--- config.mk ---
export PLATFORM = sky130hd
export DESIGN_NAME = mm_port_arbiter
export DESIGN_NICKNAME = d
export VERILOG_FILES = /design/src/rtl/mm_arb_pkg.sv /design/src/rtl/mm_grant_fsm.sv /design/src/rtl/mm_port_arbiter.sv
export SDC_FILE = /design/constraint.sdc
export NUM_CORES = 1
export LEC_CHECK = 0
export CAP_MARGIN = 40
export CORE_AREA = 3 3 246 248
export CTS_CLUSTER_SIZE = 28
export DETAILED_ROUTE_END_ITERATION = 8
export DIE_AREA = 0 0 249 251
export GPL_ROUTABILITY_DRIVEN = 0
export SLEW_MARGIN = 25
export SYNTH_ARGS = -nofsm -noshare
export SYNTH_HDL_FRONTEND = slang
export SYNTH_SLANG_ARGS = --single-unit
--- constraint.sdc ---
create_clock -name clk -period 7.5 [get_ports clk]
set_clock_uncertainty 0.2 [all_clocks]
set_input_delay 1.5 -clock clk [delete_from_list [all_inputs] [get_ports clk]]
set_output_delay 1.5 -clock clk [all_outputs]
set_load 0.005 [all_outputs]
--- src/rtl/mm_arb_pkg.sv ---
// Shared types for the two-master memory-port arbiter.
// Latency: n/a (types and constants only).
// Backpressure: n/a.
package mm_arb_pkg;

    // Per-channel arbitration phase
    typedef enum logic [1:0] {
        ST_IDLE = 2'd0,
        ST_REQ  = 2'd1,
        ST_DATA = 2'd2
    } arb_state_t;

    // Which master currently owns a channel
    typedef enum logic {
        OWN_DMA  = 1'b0,
        OWN_XCEL = 1'b1
    } owner_t;

    localparam int LEN_W = 32;

endpackage

--- src/rtl/mm_grant_fsm.sv ---
// Per-channel grant FSM: picks an owner, holds it through request and all burst beats.
// Latency: master request seen in IDLE -> REQ next cycle; last beat -> IDLE next cycle.
// Backpressure: beats are counted only on valid&ready, so stalls freeze the counter.
import mm_arb_pkg::*;

module mm_grant_fsm (
    input  logic             clk,
    input  logic             rst,
    input  logic             req0,
    input  logic             req1,
    input  logic             core_req_ready,
    input  logic             beat,
    input  logic [LEN_W-1:0] len,
    output owner_t           owner,
    output arb_state_t       state
);

    arb_state_t       state_q, state_d;
    owner_t           owner_q, owner_d;
    owner_t           ptr_q, ptr_d;
    logic [LEN_W-1:0] len_q, len_d;
    logic [LEN_W-1:0] cnt_q, cnt_d;

    // State, owner, priority pointer and burst bookkeeping registers
    always_ff @(posedge clk or posedge rst) begin
        if (rst) begin
            state_q <= ST_IDLE;
            owner_q <= OWN_DMA;
            ptr_q   <= OWN_DMA;
            len_q   <= '0;
            cnt_q   <= '0;
        end else begin
            state_q <= state_d;
            owner_q <= owner_d;
            ptr_q   <= ptr_d;
            len_q   <= len_d;
            cnt_q   <= cnt_d;
        end
    end

    // Next-state: grant in IDLE, lock on request handshake, count beats to the last one
    always_comb begin
        state_d = state_q;
        owner_d = owner_q;
        ptr_d   = ptr_q;
        len_d   = len_q;
        cnt_d   = cnt_q;
        case (state_q)
            ST_IDLE: begin
                if (req0 || req1) begin
                    state_d = ST_REQ;
                    if (req0 && req1)
                        owner_d = ptr_q;
                    else if (req1)
                        owner_d = OWN_XCEL;
                    else
                        owner_d = OWN_DMA;
                end
            end
            ST_REQ: begin
                if (core_req_ready) begin
                    len_d   = len;
                    cnt_d   = '0;
                    state_d = ST_DATA;
                end
            end
            ST_DATA: begin
                if (beat) begin
                    // Equality compare: len = all-ones simply means 2^32 beats
                    if (cnt_q == len_q) begin
                        state_d = ST_IDLE;
                        ptr_d   = (owner_q == OWN_DMA) ? OWN_XCEL : OWN_DMA;
                    end else begin
                        cnt_d = cnt_q + 32'd1;
                    end
                end
            end
            default: state_d = ST_IDLE;
        endcase
    end

    // Outputs are the registered state and owner; all forwarding muxes key off these
    always_comb begin
        state = state_q;
        owner = owner_q;
    end

endmodule

--- src/rtl/mm_port_arbiter.sv ---
// Two-master (DMA, accelerator) arbiter onto the single adapter core port, read/write independent.
// Latency: request +1 cycle (grant registered); data beats 0 cycles (pure muxing).
// Backpressure: owner's ready/valid pass straight through; non-owner sees valid/ready held at 0.
import mm_arb_pkg::*;

module mm_port_arbiter #(
    parameter int AXI_AWIDTH = 32,
    parameter int AXI_DWIDTH = 32
) (
    input  logic                  clk,
    input  logic                  rst,
    // DMA read
    input  logic                  dma_read_request_valid,
    output logic                  dma_read_request_ready,
    input  logic [AXI_AWIDTH-1:0] dma_read_addr,
    input  logic [31:0]           dma_read_len,
    input  logic [2:0]            dma_read_size,
    input  logic [1:0]            dma_read_burst,
    output logic [AXI_DWIDTH-1:0] dma_read_data,
    output logic                  dma_read_data_valid,
    input  logic                  dma_read_data_ready,
    // DMA write
    input  logic                  dma_write_request_valid,
    output logic                  dma_write_request_ready,
    input  logic [AXI_AWIDTH-1:0] dma_write_addr,
    input  logic [31:0]           dma_write_len,
    input  logic [2:0]            dma_write_size,
    input  logic [1:0]            dma_write_burst,
    input  logic [AXI_DWIDTH-1:0] dma_write_data,
    input  logic                  dma_write_data_valid,
    output logic                  dma_write_data_ready,
    // Accelerator read
    input  logic                  xcel_read_request_valid,
    output logic                  xcel_read_request_ready,
    input  logic [AXI_AWIDTH-1:0] xcel_read_addr,
    input  logic [31:0]           xcel_read_len,
    input  logic [2:0]            xcel_read_size,
    input  logic [1:0]            xcel_read_burst,
    output logic [AXI_DWIDTH-1:0] xcel_read_data,
    output logic                  xcel_read_data_valid,
    input  logic                  xcel_read_data_ready,
    // Accelerator write
    input  logic                  xcel_write_request_valid,
    output logic                  xcel_write_request_ready,
    input  logic [AXI_AWIDTH-1:0] xcel_write_addr,
    input  logic [31:0]           xcel_write_len,
    input  logic [2:0]            xcel_write_size,
    input  logic [1:0]            xcel_write_burst,
    input  logic [AXI_DWIDTH-1:0] xcel_write_data,
    input  logic                  xcel_write_data_valid,
    output logic                  xcel_write_data_ready,
    // Core port read
    output logic                  core_read_request_valid,
    input  logic                  core_read_request_ready,
    output logic [AXI_AWIDTH-1:0] core_read_addr,
    output logic [31:0]           core_read_len,
    output logic [2:0]            core_read_size,
    output logic [1:0]            core_read_burst,
    input  logic [AXI_DWIDTH-1:0] core_read_data,
    input  logic                  core_read_data_valid,
    output logic                  core_read_data_ready,
    // Core port write
    output logic                  core_write_request_valid,
    input  logic                  core_write_request_ready,
    output logic [AXI_AWIDTH-1:0] core_write_addr,
    output logic [31:0]           core_write_len,
    output logic [2:0]            core_write_size,
    output logic [1:0]            core_write_burst,
    output logic [AXI_DWIDTH-1:0] core_write_data,
    output logic                  core_write_data_valid,
    input  logic                  core_write_data_ready
);

    arb_state_t rd_state, wr_state;
    owner_t     rd_owner, wr_owner;
    logic       rd_req_ph, rd_dat_ph, rd_x;
    logic       wr_req_ph, wr_dat_ph, wr_x;

    assign rd_req_ph = (rd_state == ST_REQ);
    assign rd_dat_ph = (rd_state == ST_DATA);
    assign rd_x      = (rd_owner == OWN_XCEL);
    assign wr_req_ph = (wr_state == ST_REQ);
    assign wr_dat_ph = (wr_state == ST_DATA);
    assign wr_x      = (wr_owner == OWN_XCEL);

    mm_grant_fsm u_rd_fsm (
        .clk            (clk),
        .rst            (rst),
        .req0           (dma_read_request_valid),
        .req1           (xcel_read_request_valid),
        .core_req_ready (core_read_request_valid & core_read_request_ready),
        .beat           (core_read_data_valid & core_read_data_ready),
        .len            (rd_x ? xcel_read_len : dma_read_len),
        .owner          (rd_owner),
        .state          (rd_state)
    );

    mm_grant_fsm u_wr_fsm (
        .clk            (clk),
        .rst            (rst),
        .req0           (dma_write_request_valid),
        .req1           (xcel_write_request_valid),
        .core_req_ready (core_write_request_valid & core_write_request_ready),
        .beat           (core_write_data_valid & core_write_data_ready),
        .len            (wr_x ? xcel_write_len : dma_write_len),
        .owner          (wr_owner),
        .state          (wr_state)
    );

    // Read channel: request fields from owner during REQ, return beats to owner during DATA
    always_comb begin
        core_read_request_valid = 1'b0;
        core_read_addr          = '0;
        core_read_len           = '0;
        core_read_size          = '0;
        core_read_burst         = '0;
        if (rd_req_ph) begin
            core_read_request_valid = rd_x ? xcel_read_request_valid : dma_read_request_valid;
            core_read_addr          = rd_x ? xcel_read_addr  : dma_read_addr;
            core_read_len           = rd_x ? xcel_read_len   : dma_read_len;
            core_read_size          = rd_x ? xcel_read_size  : dma_read_size;
            core_read_burst         = rd_x ? xcel_read_burst : dma_read_burst;
        end
        dma_read_request_ready  = rd_req_ph & ~rd_x & core_read_request_ready;
        xcel_read_request_ready = rd_req_ph &  rd_x & core_read_request_ready;
        dma_read_data           = core_read_data;
        xcel_read_data          = core_read_data;
        dma_read_data_valid     = rd_dat_ph & ~rd_x & core_read_data_valid;
        xcel_read_data_valid    = rd_dat_ph &  rd_x & core_read_data_valid;
        core_read_data_ready    = rd_dat_ph & (rd_x ? xcel_read_data_ready : dma_read_data_ready);
    end

    // Write channel: request fields and write beats both come from the owner
    always_comb begin
        core_write_request_valid = 1'b0;
        core_write_addr          = '0;
        core_write_len           = '0;
        core_write_size          = '0;
        core_write_burst         = '0;
        core_write_data          = '0;
        core_write_data_valid    = 1'b0;
        if (wr_req_ph) begin
            core_write_request_valid = wr_x ? xcel_write_request_valid : dma_write_request_valid;
            core_write_addr          = wr_x ? xcel_write_addr  : dma_write_addr;
            core_write_len           = wr_x ? xcel_write_len   : dma_write_len;
            core_write_size          = wr_x ? xcel_write_size  : dma_write_size;
            core_write_burst         = wr_x ? xcel_write_burst : dma_write_burst;
        end
        if (wr_dat_ph) begin
            core_write_data       = wr_x ? xcel_write_data       : dma_write_data;
            core_write_data_valid = wr_x ? xcel_write_data_valid : dma_write_data_valid;
        end
        dma_write_request_ready  = wr_req_ph & ~wr_x & core_write_request_ready;
        xcel_write_request_ready = wr_req_ph &  wr_x & core_write_request_ready;
        dma_write_data_ready     = wr_dat_ph & ~wr_x & core_write_data_ready;
        xcel_write_data_ready    = wr_dat_ph &  wr_x & core_write_data_ready;
    end

endmodule

Fig. 1: routed metal, one colour a layer
Scale bar: 50 um. Only two layers are drawn.
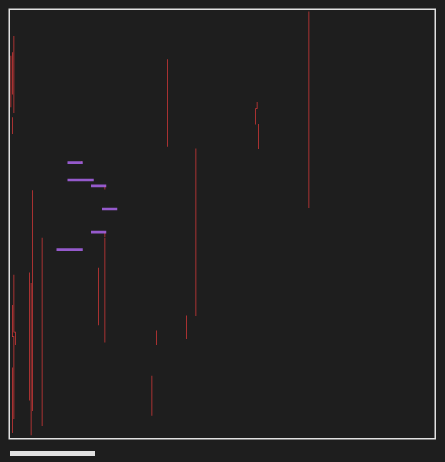
| layer | colour | wire length |
|---|---|---|
| met5 | purple | 57.0 um |
| met4 | red | 1100 um |

Fig. 2: routing congestion
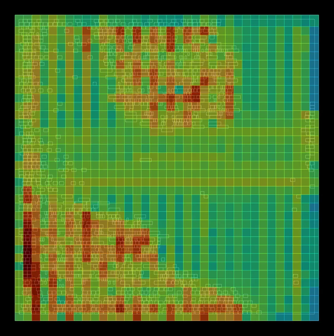
met1 GRT Util: 0.2150
routing usage on met2: 0.2263
global-route usage over all layers: 0.1576

Fig. 3: register map, names as in the netlist
Scale bar: 50 um. Other sequential cells in the stronger grey, the rest of the logic in the fainter grey.
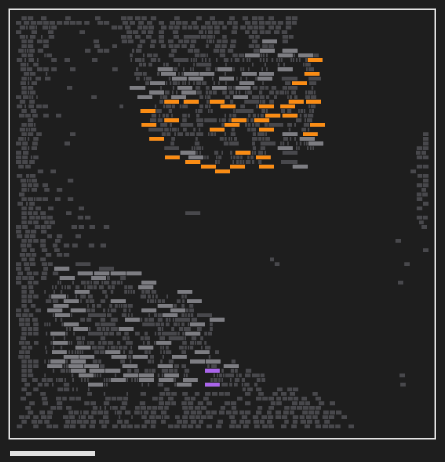
| netlist name | colour | sequential cells |
|---|---|---|
| u_wr_fsm.cnt_q | orange | 32 |
| u_rd_fsm.state | purple | 2 |
not coloured: 102

Fig. 4: placement by cell class
Scale bar: 50 um.
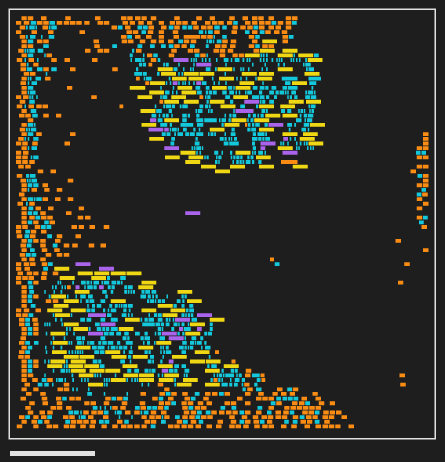
| class | colour | cells | share of their area |
|---|---|---|---|
| clock drivers and dummy loads | purple | 31 | 4.0% |
| all other logic | cyan | 845 | 36% |
| other buffers and delay cells | orange | 551 | 37% |
| flops | yellow | 136 | 23% |

==> results.ini <==
[yosys]
ys_sh_aoi = 0.1943
yosysWarnings = 0
synth.logic.top_family = simple AND/OR/NAND/NOR gates
synth_cells = 1120
ys_seq_frac = 0.3535
ys_cells = 1120
flop_cell = dfrtp_1
synthAdderAreaFrac = 0.002599
fp_nets = 1508
mux_area_frac = 0.06368
async_flop_share = 1.000
edf_count = 0
synth_flops = 136
syn_area_per_cell_sq_um = 8.596
yosys.area_share.simple = 0.2361
yosysUniqueCellTypes = 63
netlist_area_sq_um = 9628
ys_area_sq_um = 9628
xor_area_frac = 0.05822

[detailed_routing]
met3_length_um = 4702
dr.pass1.iters = 5
wl_met1_um = 23380
dr_total_vias = 10260
drt-initial-drc-count = 682
drc = 0
post_drt_wl_per_cell_um = 21.78
final_antenna_net_count = 0
met2_length_um = 21880
wl_um = 51120
highest_layer = met5
vias_per_cell = 4.371

[finish]
layout.cells.most_common = clkdlybuf4s50_1
syn2layout_area_growth_pct = 65.77
fin_area_sq_um = 15960
fillers = 6260
drive_gt1_frac = 0.05246
fin_nets = 1939
lay_top_cells = clkdlybuf4s50_1, nand2_1, a22o_1
final_core_util = 0.2720
stdcell_count = 2347

[pwr]
p_int_w = 0.002863
p_comb_w = 0.00277
top_power_group = combinational cells
powerClk_w = 0.000863
clockPowerShare = 0.185
leakage_nw = 6.932
total_power_w = 0.004666
power_density_nw_per_um2 = 292.3
seq_power_share = 0.222
p_sw_frac = 0.3863
seq_power_w = 0.00103
pwr-share-comb = 0.593
ir_drop_mv = 0.2168
netSwitchingPower_w = 0.001802

[clocking]
clock_latency_ns = 0.44
cts.sinks = 136
cts_resized = 0
cts_buffers = 17
htree_levels = 4
post_cts_buffers = 0
holdBufCountCts = 0
cts_buffer_depth = 2
clk_pin_slew_ns = 0.06
clock-root-buffer = clkbuf_16
cts_tree = yes

[worst_setup_path]
crit_chain = nor2b_1, nor2b_4, buf_4, a22o_1, clkdlybuf4s50_1
reg2reg_from = u_wr_fsm.owner
r2r_slack_ns = 3.89
r2r-end = u_wr_fsm.cnt_q[21]
max_stage_delay_ns = 0.71
critPathKind = flop to primary output
crit_arrival_ns = 3.36
rr_worst_depth = 9
cp_max_fo = 39
slowest_stage = nor2b_4
worstSetupStartpoint = u_wr_fsm.state[0]
end_kind = primary output
cp-start-kind = flop
cp.required_ns = 5.80
critPathCapture = core_write_len[0]

[sta]
finalHoldViolations = 0
fmax_mhz = 197.8
fin_ws_ns = 2.445
tightest_slew_ns = 0.8096
hold_slack_ns = 0.2953
min_period_ns = 5.055
setup_viol = 0
slew_headroom = 0.4591
fin_setup_tns_ns = 0
rsz0062_at_grt = false
report.final.slew_viol_count = 0
min_period_over_period = 0.6740

[worst_hold_path]
hold_depth = 2
hp-start = u_wr_fsm.len_q[2]
hold_end = u_wr_fsm.len_q[2]
hp-class = flop to flop

[run]
warning_count = 26
cap_violations = 0

[grt]
antenna_found_initial = 37
grt_pass1_wl_um = 72200
grt_overflow = 0
grt_busiest_layer = met2
first_global_vias = 10380
met3_usage = 0.06094
grt_max_degree = 72

[placement]
placed_cells = 2304
place_ws_ns = 2.711
io_buffers = 535
place_area_sq_um = 15310
place_hpwl_um = 42380

[floorplan]
rows = 89
dieArea_sq_um = 62500
die_height_um = 251
core_area_sq_um = 58690
die-width_um = 249
pin_count = 632
initCoreUtil = 0.1641

[status]
status = complete, no violations

synthesized netlist by cell type (3+ instances only):
cell	instances	area, sq um
nand4_2	4	50.05
nor4_1	20	125.1
clkbuf_1	60	225.2
nor2_1	53	198.9
and2_1	8	50.05
nand3_1	23	115.1
nor3_1	12	60.06
nor4_2	4	50.05
mux2i_1	59	590.6
o31ai_1	8	60.06
nand2_1	260	975.9
nand4_1	11	68.82
buf_1	4	15.01
a21oi_1	7	35.03
o211ai_1	16	120.1
nor2b_1	5	31.28
o221ai_1	4	35.03
and3_1	19	118.9
o41ai_1	4	35.03
buf_2	6	30.03
xor2_1	64	560.5
o21ai_0	15	75.07
or3_1	6	37.54
o311ai_0	4	35.03
a32oi_1	3	26.28
nand2b_1	14	87.58
buf_4	67	503.0
inv_1	21	78.83
a22o_1	140	1226
or4_1	7	52.55
and4_1	7	61.31
dfrtp_1	136	3403
a31oi_1	8	50.05
registers in the layout, summed over array words and instances (netlist names):
signal          flops
u_wr_fsm.owner      1
u_rd_fsm.state      2
u_rd_fsm.cnt_q     32
u_wr_fsm.cnt_q     32
u_wr_fsm.state      2
u_wr_fsm.len_q     32
u_wr_fsm.ptr_q      1
u_rd_fsm.ptr_q      1
u_rd_fsm.owner      1
u_rd_fsm.len_q     32
critical path: cells and delay by family, from the launching register on:
kind / cells / cell delay (ns)
simple gates: 2 / 0.96
buf+inv: 2 / 1.13
flops: 1 / 0.40
compound gates: 1 / 0.39
cell type report:
class	instances	area, sq um	share of cell area
sequential	136	3405	0.2133
inverter	23	91.34	0.005723
clock buffer	17	425.4	0.02665
multi-input combinational	822	5364	0.3361
timing repair buffer	551	5513	0.3454
clock inverter	14	167.7	0.01050
tap	773	967.2	0.06060
antenna	11	27.53	0.001725
Power figures rest on the tool's default switching activity, not on a simulated workload.
